==> images/final_clocks.png <==
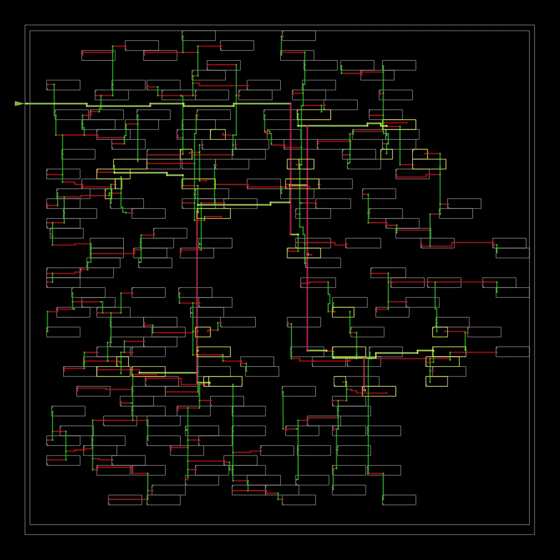
==> images/zoom.png <==
Region (58, 58) to (83, 83) um. Cells in gray, sequential cells in the stronger gray; small squares are vias.
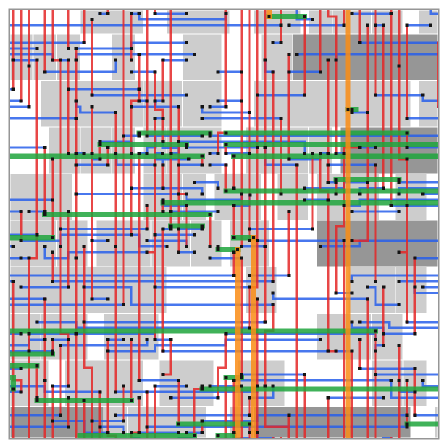
==> images/clock_map.png <==
Scale: 4 px per um.
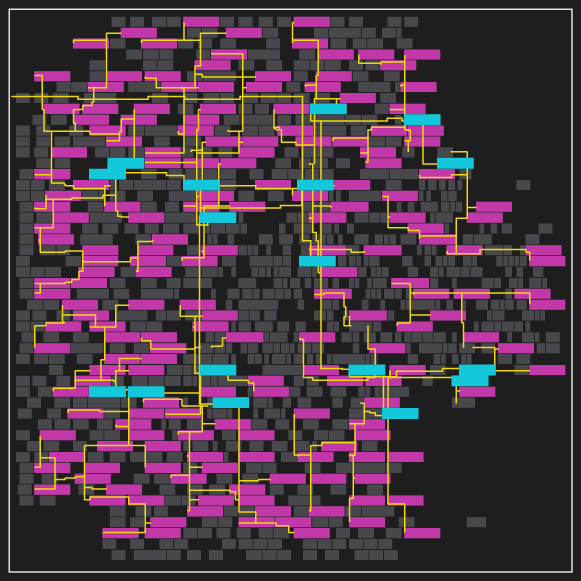
==> images/density.png <==
Scale: 2 px per um. The die is cut into 14 by 14 equal tiles; black is low, pale yellow is high, 0 to 100% covered.
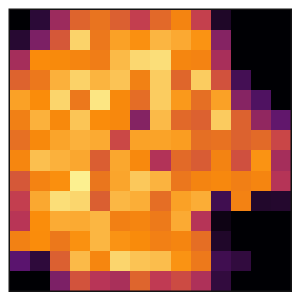
==> images/cell_classes.png <==
Scale: 3 px per um. Fill, decap, tap and diode cells in gray.
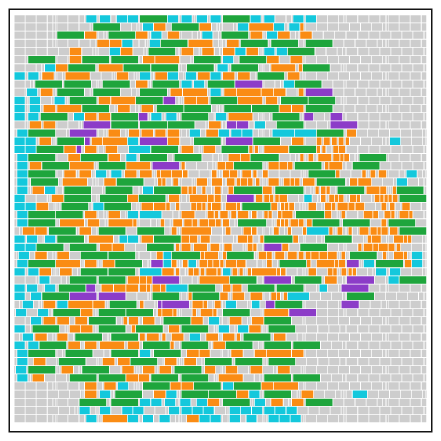
File: src/rtl/param_readback_tx_pkg.sv
// Shared definitions for the parameter read-back UART transmitter.
// Holds the frame constants, the frame FSM encoding, the snapshot layout and the payload byte selector.
// Optional feature macro: PARAM_TX_CHECKSUM_EN (adds the CHK state to the encoding).
package param_readback_tx_pkg;

    localparam logic [7:0] FRAME_HEADER = 8'hA5;
    localparam int         PAYLOAD_LEN  = 20;
    localparam logic [7:0] LEN_BYTE     = 8'(PAYLOAD_LEN);

`ifdef PARAM_TX_CHECKSUM_EN
    typedef enum logic [2:0] {
        IDLE = 3'd0,
        HDR  = 3'd1,
        LEN  = 3'd2,
        PAY  = 3'd3,
        CHK  = 3'd4,
        FIN  = 3'd5
    } tx_state_t;
`else
    typedef enum logic [2:0] {
        IDLE = 3'd0,
        HDR  = 3'd1,
        LEN  = 3'd2,
        PAY  = 3'd3,
        FIN  = 3'd5
    } tx_state_t;
`endif

    // Field order here is the wire order: the first declared field is the
    // most significant, so payload byte 0 is the top byte of the vector.
    typedef struct packed {
        logic [7:0]  per;
        logic [15:0] p1wid;
        logic [15:0] del;
        logic [15:0] p2wid;
        logic [31:0] nut_d;
        logic [31:0] nut_w;
        logic [7:0]  cp;
        logic [7:0]  p_bl;
        logic [15:0] p_bl_off;
        logic [5:0]  rsvd;
        logic        bl;
        logic        pu;
    } snap_t;

    // Byte idx (0..PAYLOAD_LEN-1) of the snapshot, MSB byte first.
    function automatic logic [7:0] payload_byte(snap_t s, logic [4:0] idx);
        logic [8*PAYLOAD_LEN-1:0] v;
        int                       sh;
        v  = s;
        sh = 8 * (PAYLOAD_LEN - 1 - int'(idx));
        return v[sh +: 8];
    endfunction

endpackage

File: src/rtl/param_readback_tx_if.sv
// Parameter bus from pulse_control into the read-back transmitter.
// Ports: trig (snapshot request) plus every pulse parameter word.
// master drives the bus (pulse_control / testbench), slave samples it (transmitter).
interface param_readback_tx_if;

    logic        trig;
    logic [7:0]  per;
    logic [15:0] p1wid;
    logic [15:0] del;
    logic [15:0] p2wid;
    logic [31:0] nut_d;
    logic [31:0] nut_w;
    logic [7:0]  cp;
    logic [7:0]  p_bl;
    logic [15:0] p_bl_off;
    logic        pu;
    logic        bl;

    modport master (
        output trig, per, p1wid, del, p2wid, nut_d, nut_w, cp, p_bl, p_bl_off, pu, bl
    );

    modport slave (
        input trig, per, p1wid, del, p2wid, nut_d, nut_w, cp, p_bl, p_bl_off, pu, bl
    );

endinterface

File: src/rtl/param_readback_tx_uart_tx_byte.sv
// Purpose: 8N1 byte serialiser (baud counter + shift register) for host-link blocks.
// Latency: start bit drives tx the cycle after start&ready; one byte = 10*CLKS_PER_BIT cycles.
// Backpressure: ready is high when idle and in the last cycle of the stop bit, so a start then chains bytes with no gap.
// Ports: clk, resetn (async active-low), start, data[7:0] in; tx (idle high), ready out.
module uart_tx_byte #(
    parameter int CLKS_PER_BIT = 1250
) (
    input  logic       clk,
    input  logic       resetn,
    input  logic       start,
    input  logic [7:0] data,
    output logic       tx,
    output logic       ready
);

    localparam int             CW       = $clog2(CLKS_PER_BIT);
    localparam logic [CW-1:0]  CNT_LAST = CW'(CLKS_PER_BIT - 1);

    logic          active_q, active_d;
    logic [CW-1:0] cnt_q, cnt_d;
    logic [3:0]    bit_q, bit_d;
    logic [8:0]    shift_q, shift_d;
    logic          tx_q, tx_d;
    logic          bit_end;
    logic          byte_end;

    assign bit_end  = active_q && (cnt_q == CNT_LAST);
    // bit_q: 0 = start, 1..8 = data, 9 = stop
    assign byte_end = bit_end && (bit_q == 4'd9);
    assign ready    = !active_q || byte_end;
    assign tx       = tx_q;

    always_comb begin
        active_d = active_q;
        cnt_d    = cnt_q;
        bit_d    = bit_q;
        shift_d  = shift_q;
        tx_d     = tx_q;
        if (start && ready) begin
            active_d = 1'b1;
            cnt_d    = '0;
            bit_d    = 4'd0;
            // stop bit rides in the top of the shifter so it falls out after bit 8
            shift_d  = {1'b1, data};
            tx_d     = 1'b0;
        end else if (byte_end) begin
            active_d = 1'b0;
            cnt_d    = '0;
            bit_d    = 4'd0;
            tx_d     = 1'b1;
        end else if (bit_end) begin
            cnt_d    = '0;
            bit_d    = bit_q + 4'd1;
            tx_d     = shift_q[0];
            shift_d  = {1'b1, shift_q[8:1]};
        end else if (active_q) begin
            cnt_d    = cnt_q + 1'b1;
        end
    end

    always_ff @(posedge clk or negedge resetn) begin
        if (!resetn) begin
            active_q <= 1'b0;
            cnt_q    <= '0;
            bit_q    <= 4'd0;
            shift_q  <= '1;
            tx_q     <= 1'b1;
        end else begin
            active_q <= active_d;
            cnt_q    <= cnt_d;
            bit_q    <= bit_d;
            shift_q  <= shift_d;
            tx_q     <= tx_d;
        end
    end

endmodule

File: src/rtl/param_readback_tx.sv
// Purpose: snapshots the pulse parameters on trig and streams HDR, LEN, 20 payload bytes (+CHK) as 8N1 on RS232_Tx.
// Latency: start bit on RS232_Tx the cycle after trig is sampled; frame = 22 (23 with CHK) * 10 * CLKS_PER_BIT cycles.
// Backpressure: trig while a frame is running sets one coalescing pending bit; the next frame starts the cycle after done.
// Ports: clk, resetn (async active-low), prm (parameter bus incl. trig, slave), RS232_Tx (idle high), busy, done.
// Optional feature macro PARAM_TX_CHECKSUM_EN: appends CHK = XOR of LEN and the 20 payload bytes.
module param_readback_tx
    import param_readback_tx_pkg::*;
#(
    parameter int         CLKS_PER_BIT = 1250,
    parameter logic [7:0] HEADER_BYTE  = FRAME_HEADER
) (
    input  logic                 clk,
    input  logic                 resetn,
    param_readback_tx_if.slave   prm,
    output logic                 RS232_Tx,
    output logic                 busy,
    output logic                 done
);

    tx_state_t  state_q, state_d;
    snap_t      snap_q, snap_d;
    snap_t      live_snap;
    logic [4:0] idx_q, idx_d;
    logic       pending_q, pending_d;
`ifdef PARAM_TX_CHECKSUM_EN
    logic [7:0] chk_q, chk_d;
`endif

    logic       tx_start;
    logic [7:0] tx_data;
    logic       tx_ready;

    assign live_snap = '{
        per:      prm.per,
        p1wid:    prm.p1wid,
        del:      prm.del,
        p2wid:    prm.p2wid,
        nut_d:    prm.nut_d,
        nut_w:    prm.nut_w,
        cp:       prm.cp,
        p_bl:     prm.p_bl,
        p_bl_off: prm.p_bl_off,
        rsvd:     6'b0,
        bl:       prm.bl,
        pu:       prm.pu
    };

    uart_tx_byte #(
        .CLKS_PER_BIT(CLKS_PER_BIT)
    ) u_uart (
        .clk    (clk),
        .resetn (resetn),
        .start  (tx_start),
        .data   (tx_data),
        .tx     (RS232_Tx),
        .ready  (tx_ready)
    );

    // Each state names the byte currently on the wire; the next byte is
    // handed to the serialiser in the last stop-bit cycle so bytes abut.
    always_comb begin
        state_d   = state_q;
        snap_d    = snap_q;
        idx_d     = idx_q;
        pending_d = pending_q;
`ifdef PARAM_TX_CHECKSUM_EN
        chk_d     = chk_q;
`endif
        tx_start  = 1'b0;
        tx_data   = HEADER_BYTE;

        if (prm.trig && (state_q != IDLE)) begin
            pending_d = 1'b1;
        end

        case (state_q)
            IDLE: begin
                if (prm.trig) begin
                    snap_d   = live_snap;
                    tx_start = 1'b1;
                    state_d  = HDR;
                end
            end
            HDR: begin
                if (tx_ready) begin
                    tx_start = 1'b1;
                    tx_data  = LEN_BYTE;
`ifdef PARAM_TX_CHECKSUM_EN
                    chk_d    = LEN_BYTE;
`endif
                    state_d  = LEN;
                end
            end
            LEN: begin
                if (tx_ready) begin
                    tx_start = 1'b1;
                    tx_data  = payload_byte(snap_q, 5'd0);
`ifdef PARAM_TX_CHECKSUM_EN
                    chk_d    = chk_q ^ tx_data;
`endif
                    idx_d    = 5'd0;
                    state_d  = PAY;
                end
            end
            PAY: begin
                if (tx_ready) begin
                    if (idx_q != 5'(PAYLOAD_LEN - 1)) begin
                        tx_start = 1'b1;
                        tx_data  = payload_byte(snap_q, idx_q + 5'd1);
`ifdef PARAM_TX_CHECKSUM_EN
                        chk_d    = chk_q ^ tx_data;
`endif
                        idx_d    = idx_q + 5'd1;
                    end else begin
`ifdef PARAM_TX_CHECKSUM_EN
                        tx_start = 1'b1;
                        tx_data  = chk_q;
                        state_d  = CHK;
`else
                        state_d  = FIN;
`endif
                    end
                end
            end
`ifdef PARAM_TX_CHECKSUM_EN
            CHK: begin
                if (tx_ready) begin
                    state_d = FIN;
                end
            end
`endif
            FIN: begin
                // A trig landing in this cycle is treated exactly like a pending one.
                if (pending_q || prm.trig) begin
                    snap_d    = live_snap;
                    pending_d = 1'b0;
                    tx_start  = 1'b1;
                    state_d   = HDR;
                end else begin
                    state_d   = IDLE;
                end
            end
            default: begin
                state_d = IDLE;
            end
        endcase
    end

    always_ff @(posedge clk or negedge resetn) begin
        if (!resetn) begin
            state_q   <= IDLE;
            snap_q    <= '0;
            idx_q     <= 5'd0;
            pending_q <= 1'b0;
`ifdef PARAM_TX_CHECKSUM_EN
            chk_q     <= 8'd0;
`endif
        end else begin
            state_q   <= state_d;
            snap_q    <= snap_d;
            idx_q     <= idx_d;
            pending_q <= pending_d;
`ifdef PARAM_TX_CHECKSUM_EN
            chk_q     <= chk_d;
`endif
        end
    end

    // FIN is the gap cycle after the last stop bit, so busy covers exactly the serial bytes.
    assign busy = (state_q != IDLE) && (state_q != FIN);
    assign done = (state_q == FIN);

endmodule
File: src/flat_wrapper.sv
// flat-port wrapper written by rule: the top's interface ports become plain ports
module param_readback_tx_flat import param_readback_tx_pkg::*;
#(
    parameter int         CLKS_PER_BIT = 1250,
    parameter logic [7:0] HEADER_BYTE  = FRAME_HEADER
)
  (clk, resetn, RS232_Tx, busy, done, prm_trig, prm_per, prm_p1wid, prm_del, prm_p2wid, prm_nut_d, prm_nut_w, prm_cp, prm_p_bl, prm_p_bl_off, prm_pu, prm_bl);
  param_readback_tx_if prm_i ();
  input  logic clk;
  input  logic resetn;
  output logic RS232_Tx;
  output logic busy;
  output logic done;
  input wire logic [$bits(prm_i.trig)-1:0] prm_trig;
  input wire logic [$bits(prm_i.per)-1:0] prm_per;
  input wire logic [$bits(prm_i.p1wid)-1:0] prm_p1wid;
  input wire logic [$bits(prm_i.del)-1:0] prm_del;
  input wire logic [$bits(prm_i.p2wid)-1:0] prm_p2wid;
  input wire logic [$bits(prm_i.nut_d)-1:0] prm_nut_d;
  input wire logic [$bits(prm_i.nut_w)-1:0] prm_nut_w;
  input wire logic [$bits(prm_i.cp)-1:0] prm_cp;
  input wire logic [$bits(prm_i.p_bl)-1:0] prm_p_bl;
  input wire logic [$bits(prm_i.p_bl_off)-1:0] prm_p_bl_off;
  input wire logic [$bits(prm_i.pu)-1:0] prm_pu;
  input wire logic [$bits(prm_i.bl)-1:0] prm_bl;
  assign prm_i.trig = prm_trig;
  assign prm_i.per = prm_per;
  assign prm_i.p1wid = prm_p1wid;
  assign prm_i.del = prm_del;
  assign prm_i.p2wid = prm_p2wid;
  assign prm_i.nut_d = prm_nut_d;
  assign prm_i.nut_w = prm_nut_w;
  assign prm_i.cp = prm_cp;
  assign prm_i.p_bl = prm_p_bl;
  assign prm_i.p_bl_off = prm_p_bl_off;
  assign prm_i.pu = prm_pu;
  assign prm_i.bl = prm_bl;
  param_readback_tx #(.CLKS_PER_BIT(CLKS_PER_BIT), .HEADER_BYTE(HEADER_BYTE)) u_core (.clk(clk), .resetn(resetn), .prm(prm_i), .RS232_Tx(RS232_Tx), .busy(busy), .done(done));
endmodule
File: config.mk
export PLATFORM = sky130hd
export DESIGN_NAME = param_readback_tx_flat
export DESIGN_NICKNAME = d
export VERILOG_FILES = /design/src/rtl/param_readback_tx_pkg.sv /design/src/rtl/param_readback_tx_if.sv /design/src/rtl/param_readback_tx_uart_tx_byte.sv /design/src/rtl/param_readback_tx.sv /design/src/flat_wrapper.sv
export SDC_FILE = /design/constraint.sdc
export NUM_CORES = 1
export LEC_CHECK = 0
export CAP_MARGIN = 10
export CORE_UTILIZATION = 47
export CTS_BUF_LIST = sky130_fd_sc_hd__clkbuf_16
export DETAILED_ROUTE_END_ITERATION = 16
export GPL_ROUTABILITY_DRIVEN = 0
export HOLD_SLACK_MARGIN = 0.08
export PLACE_DENSITY = 0.8
export RECOVER_POWER = 25
export SYNTH_ARGS = -nofsm -noshare
export SYNTH_HDL_FRONTEND = slang
export SYNTH_SLANG_ARGS = --single-unit
export TNS_END_PERCENT = 50
File: constraint.sdc
create_clock -name clk -period 3.84 [get_ports clk]
set_clock_uncertainty 0.1 [all_clocks]
set_input_delay 0.96 -clock clk [delete_from_list [all_inputs] [get_ports clk]]
set_output_delay 0.96 -clock clk [all_outputs]
set_load 0.03 [all_outputs]
==> changes_impl.md <==
### Physical design

- Dominant synthesized flop cell: dfrtp_1
- Crit path top cell by count: ha_1
- Synth top cell by count: dfrtp_1
- CTS Root Cell: clkbuf_16
- Post-Syn Area: 0.00899 mm^2
- Routed WL: 20.8 mm
- Max-slew headroom: 42.5%
- R2R Path Start: u_core.idx_q[0]
- Initial DRC count: 293
- Hold path depth: 1
- Final Max Slew Viols: 0
- # diodes: 0
- Tool Warnings: 30
- Post-layout period usage: 82.4%
- DP Wirelength: 15.4 mm
- Clock Path Buffers: 2
- Crit-path cells: ha_1 > xor2_4 > inv_2 > ha_1 > xnor2_4 > xnor2_2 > or3_1 > o22ai_1 > o21ai_1 > a2111oi_1
- CTS Hold Bufs: 0
- Worst Hold Class: reg2reg
- Top cells, area: dfrtp_1, mux2_1, mux4_2
- RSZ-0062 raised after global routing: no
- Total I/O pin count: 160
- Final Hold Vio Count: 0
- Mapped Cells: 689
- Max Fclk: 316 MHz
- Clk sinks: 188
- Slowest Stage Delay on Critical Path: 430 ps
- Worst IR drop on VDD: 0.000306 V
- GRT Residual Overflow: 0
- Pin count of the biggest net entering global routing: 107
- NumNets Final: 1007
- Post-Syn Nets: 852
- Crit path DAT: 3380 ps
- Reg-to-Reg End: u_core.u_uart.shift_q[6]
- Min Tclk post-route: 3170 ps
- Flop2flop setup slack: 670 ps
- Hold wc startpoint: u_core.snap_q[119]
- R2R cell count: 10
- Cts repair resizes: 0
- Final Setup Violations: 0
- Mean number of vias per cell: 5.61
- First-pass GRT wire length: 34.2 mm
- CP Max Fanout: 17
- CTS tree: built
- Static Leak: 4.59 nW
- Top cell area share: 49.8%
- Ys async rst share: 100%
- Seq/Total Area, Yosys: 52.4%
- Post-CTS Setup Inserts: 0
- Vias in the first global route: 6460
- # Cells Yosys: 689
- Pin slew with the least headroom to its limit: 863 ps
- Element type at the critical path start: flop
- WL/cell: 19.1 um
- Registers, synthesis: 188
- Drc violations: 0
- Layout cell share with drive strength beyond 1: 11.0%
- CP endpoint kind: flop
- Synth warnings: 0
- Post-route setup TNS: 0 ps
- Number of flops mapped to enable cells by yosys: 0
- H-tree level count: 4
- Die height: 140 um
- Hold endpoint: u_core.snap_q[119]
- Initial antenna violation count: 0
- Synth cell types: 60
- Count of buffers from port buffering: 159
- Reg clk slew, reported paths: 70 ps
- Post-synthesis area per instance: 13.0 um^2
- Synth area leader: dfrtp_1
- Number of max-cap violations: 0
- Req. time, crit path: 4050 ps
- Area reported by Yosys stat: 0.00899 mm^2
- Status: finished, final reports clean
- Pwr/cell area: 359 mW/mm^2
- Via count: 6122
- GRT Total Usage: 22.8%
- Area grow syn2layout: 27.9%
- DRT antenna net count: 0
- Pre-antenna DRT Iters: 5
About final_clocks.png:
Latency at later pin: 430 ps
clock buffers: 17
clk pwr: 1.70 mW
Num CTS Buffers: 17
registers: 188

About zoom.png:
met4 -> orange
met2 -> red
met1 -> blue
met3 -> green
netlist names of flops here include = u_core.u_uart.shift_q (3), u_core.idx_q (2)
most frequent = nand2_1 (7), nor2_1 (5)
sequential cells in the window = 5
cells with their middle in the window = 60

About clock_map.png:
clock wires -> yellow  # length 2110 um
flip-flops -> magenta  # count 188
cells driving clock nets -> cyan  # count 17
flops lie = all over the die
clock power share: 41.3%

About density.png:
fullest tile = 97%
nearly empty tiles = 13%
mean over tiles = 57%
emptiest ninth of the die = bottom right
tiles over 75% full = 33%
core footprint: 0.0187 mm^2
Util after Layout: 61.5%
Core Density at Floorplan: 48.1%

About cell_classes.png:
other buffers and delay cells -> cyan  # cells 175
all other logic -> orange  # cells 462
clock drivers and dummy loads -> purple  # cells 32
flip-flops -> green  # cells 188
cell area after layout: 0.0115 mm^2
Site Rows: 50

worst max-delay path by stage:
stage	to	startpoint	cells after the start
final	u_core.u_uart.shift_q[6]	u_core.idx_q[0]	10
after global routing	u_core.u_uart.shift_q[5]	u_core.idx_q[0]	10
after CTS	u_core.u_uart.shift_q[6]	u_core.idx_q[0]	10
after detailed placement	u_core.u_uart.shift_q[0]	prm_trig	7
after global placement	u_core.u_uart.shift_q[0]	prm_trig	7
after floorplan	u_core.u_uart.shift_q[6]	u_core.idx_q[0]	12
flip-flops by register name (all words and copies together), names as in the netlist:
name,flops
u_core.u_uart.active_q,1
u_core.u_uart.tx,1
u_core.snap_q,154
u_core.idx_q,5
u_core.state_q,3
u_core.u_uart.bit_q,4
u_core.u_uart.cnt_q,11
u_core.pending_q,1
u_core.u_uart.shift_q,8
report_power, final:
| part | total, mW | internal [mW] | switching (mW) |
|---|---|---|---|
| logic | 0.319 | 0.211 | 0.108 |
| clock network | 1.70 | 0.867 | 0.838 |
| registers | 2.10 | 2.06 | 0.0424 |
layout by cell type (no fill, tap or decap), types with 4 or more instances in the layout:
| master | n |
|---|---|
| a32o_1 | 5 |
| a21oi_1 | 18 |
| and3_1 | 5 |
| nand2_1 | 48 |
| buf_12 | 8 |
| o22ai_1 | 7 |
| clkdlybuf4s50_1 | 157 |
| mux2_1 | 152 |
| a311oi_1 | 4 |
| a211oi_1 | 4 |
| nand3_1 | 12 |
| clkbuf_16 | 17 |
| inv_1 | 13 |
| ha_1 | 6 |
| dfstp_2 | 9 |
| buf_4 | 8 |
| nor3_1 | 12 |
| inv_8 | 5 |
| or3_1 | 4 |
| nor2_1 | 36 |
| mux4_2 | 29 |
| nand3b_1 | 4 |
| o21ai_1 | 14 |
| o21ai_0 | 6 |
| dfrtp_1 | 178 |
| xor2_1 | 4 |
| mux2i_1 | 16 |
| a31oi_1 | 5 |
| inv_6 | 4 |
| xnor2_1 | 6 |
cell families after synthesis:
logic type | Yosys count | share of synthesized area [%]
xor gates and xnor gates | 13 | 1.64
DFF | 188 | 52.4
AOI/OAI and AO/OA | 86 | 6.32
muxes | 197 | 28.1
buffers and inverters | 53 | 2.77
and+or+nand+nor | 146 | 7.90
adders and majority gates | 6 | 0.835
stage by stage:
stage	cells	cell area [um^2]	total power, mW	setup slack (ps)	hold slack [ps]
floorplan	689	8990	2.21	688	349
global placement	1059	10900	2.45	616	361
detailed placement	1059	10900	2.46	622	369
CTS	1091	11500	4.17	699	387
global route	1091	11500	4.29	530	396
finish	1091	11500	4.13	675	385
layer usage:
metal	vias to the layer above	GRT usage [%]	share of wire [%]
met2	190	38.0	50
li1	2833	-	-
met4	0	7.81	2.2
met1	3068	29.3	42
met5	-	0	0
met3	31	5.40	5.8
critical path, delay by kind of cell (launching register included):
family	cells	cell delay (ps)
AOI/OAI and AO/OA	3	720
xor gates and xnor gates	3	520
adders and majority gates	2	630
buffers and inverters	1	250
DFF	1	420
and+or+nand+nor	1	410
final cells by class:
type	instances	area, um^2
clock buffers	17	425
clock inverters	15	146
fillers	1400	7210
inverters	14	52.6
multi-input cells	448	4050
flip-flops and latches	188	4720
well taps	234	293
repair buffers	175	1820
Power and IR drop assume default switching activity.
